==> images/pins.png <==
Pins as bars across the die edge, other pins in gray.
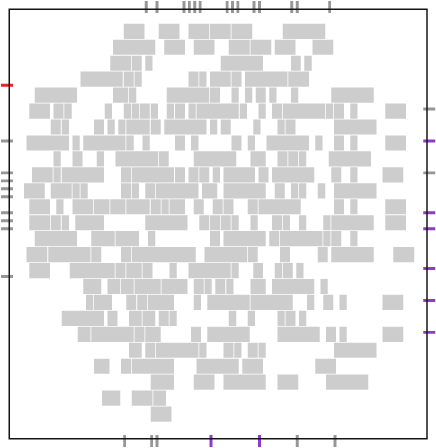
==> images/cell_classes.png <==
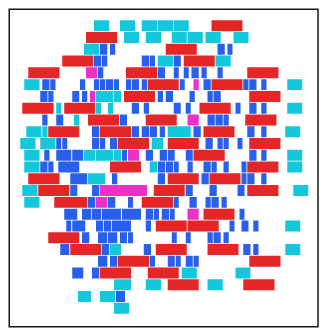
==> images/metal_stack.png <==
Only two layers are drawn.
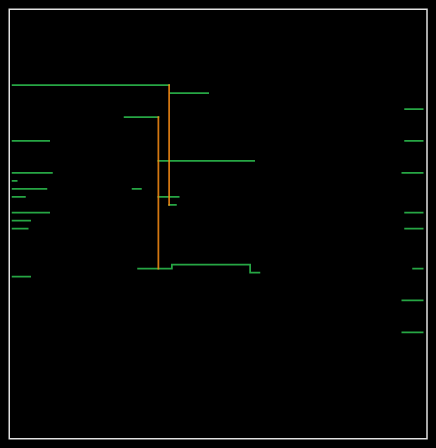
==> images/clock_map.png <==
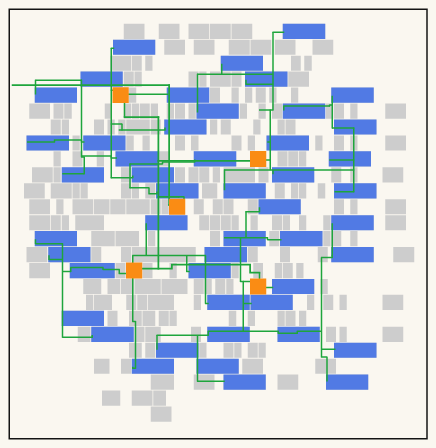
Design median_window_gen, sky130hd; sources not shown.
==> ci_impl_report.md <==
### Yosys + OpenROAD results

| Metric | Value |
|---|---|
| Portion of the layout cell area used by non-clock buffers | `0.207` |
| Multiplexer area fraction after synthesis | `0` |
| Synthesized area divided by synthesized cell count | `8.32 sq um` |
| Summed standard-cell area reported by yosys | `1820 sq um` |
| Required time at the endpoint of the critical path | `1440 ps` |
| Max Clk Rate | `621 MHz` |
| Number of global-route vias before repair | `1566` |
| Post-placement worst setup slack | `-145 ps` |
| Compound-gate portion of the synthesized area | `0.136` |
| Routed met1 length | `1860 microns` |
| HPWL after detailed placement | `2870 microns` |
| Run status | `completed` |
| Psw | `482 uW` |
| Leading cell types in the layout, fill and taps excluded | `nand2_1, dfxtp_1, a21oi_1` |
| Inverters | `1` |
| Most popular library cell in the synthesized design by count | `nand2_1` |
| Met1 demand-to-capacity share in global routing | `0.218` |
| Max-cap violations | `0` |
| RSZ-0062 raised after global routing | `no` |
| Post-layout nets | `277` |
| Total instance count after detailed placement | `310` |
| Register clock-pin slew on the reported worst setup and hold paths | `150 ps` |
| Basic Gates by Area | `0.253` |
| Clock buffer and inverter area fraction after layout | `0.0321` |
| Total negative slack for setup checks | `0 ps` |
| Register area | `962 sq um` |
| Tally of unique sky130hd cells used after synthesis | `28` |
| Buffers from clock root to sink, at most | `2` |
| Detailed Routing Iterations Pass 1 | `5` |
## Picture notes: pins.png
[clk] red | pins: 1 | direction: input | edge: left
[a0] purple | pins: 8 | direction: output | edge: 6 right, 2 bottom
all pins by edge: 14 top, 10 left, 8 right, 7 bottom
vertical extent of the die: 73 microns
count of input and output buffers: 37

## Picture notes: cell_classes.png
[clock drivers and dummy loads] magenta | cells: 8 | share of their area: 3.3%
[all other logic] blue | cells: 155 | share of their area: 33%
[flip-flops] red | cells: 48 | share of their area: 42%
[other buffers and delay cells] cyan | cells: 53 | share of their area: 21%
placeable core region: 4540 sq um
sequential portion of the cell area: 0.411
post-route cell area: 2340 sq um

## Picture notes: metal_stack.png
[met3] green | wire length: 144 microns
[met4] orange | wire length: 46.2 microns
total global-route track usage: 0.172
number of vias after detailed routing: 1594
Routed Wire Length: 4020 microns
DR WL/cell: 12.7 microns

## Picture notes: clock_map.png
[cells driving clock nets] orange | count: 5
[clock wires] green | length: 577 microns
[flip-flops] blue | count: 48
flops lie: spread over the die
Worst-Skew Late Latency: 370 ps
share of total power in the clock network: 0.333
power attributed to the clock group: 672 uW
Final Skew: 14.0 ps

## power groups by stage
stage / Clock (mW) / Combinational [mW] / Sequential (mW)
floorplan: 0 / 0.0981 / 1.20
global placement: 0 / 0.166 / 1.20
detailed placement: 0 / 0.169 / 1.20
CTS: 0.670 / 0.169 / 1.18
global route: 0.714 / 0.188 / 1.18
finish: 0.672 / 0.169 / 1.18
## critical path: stages
cell and delay [ps]:
clkdlybuf4s50_1 380, nand2b_1 150, buf_6 140, and2_2 160
dlygate4sd2_1 270
## kinds of logic after synthesis
family          after synthesis
compound gates               48
fa+ha+maj                     2
flops                        48
xor+xnor                      1
simple gates                103
buf+inv                      17
Power is estimated from default activity; no workload was simulated.
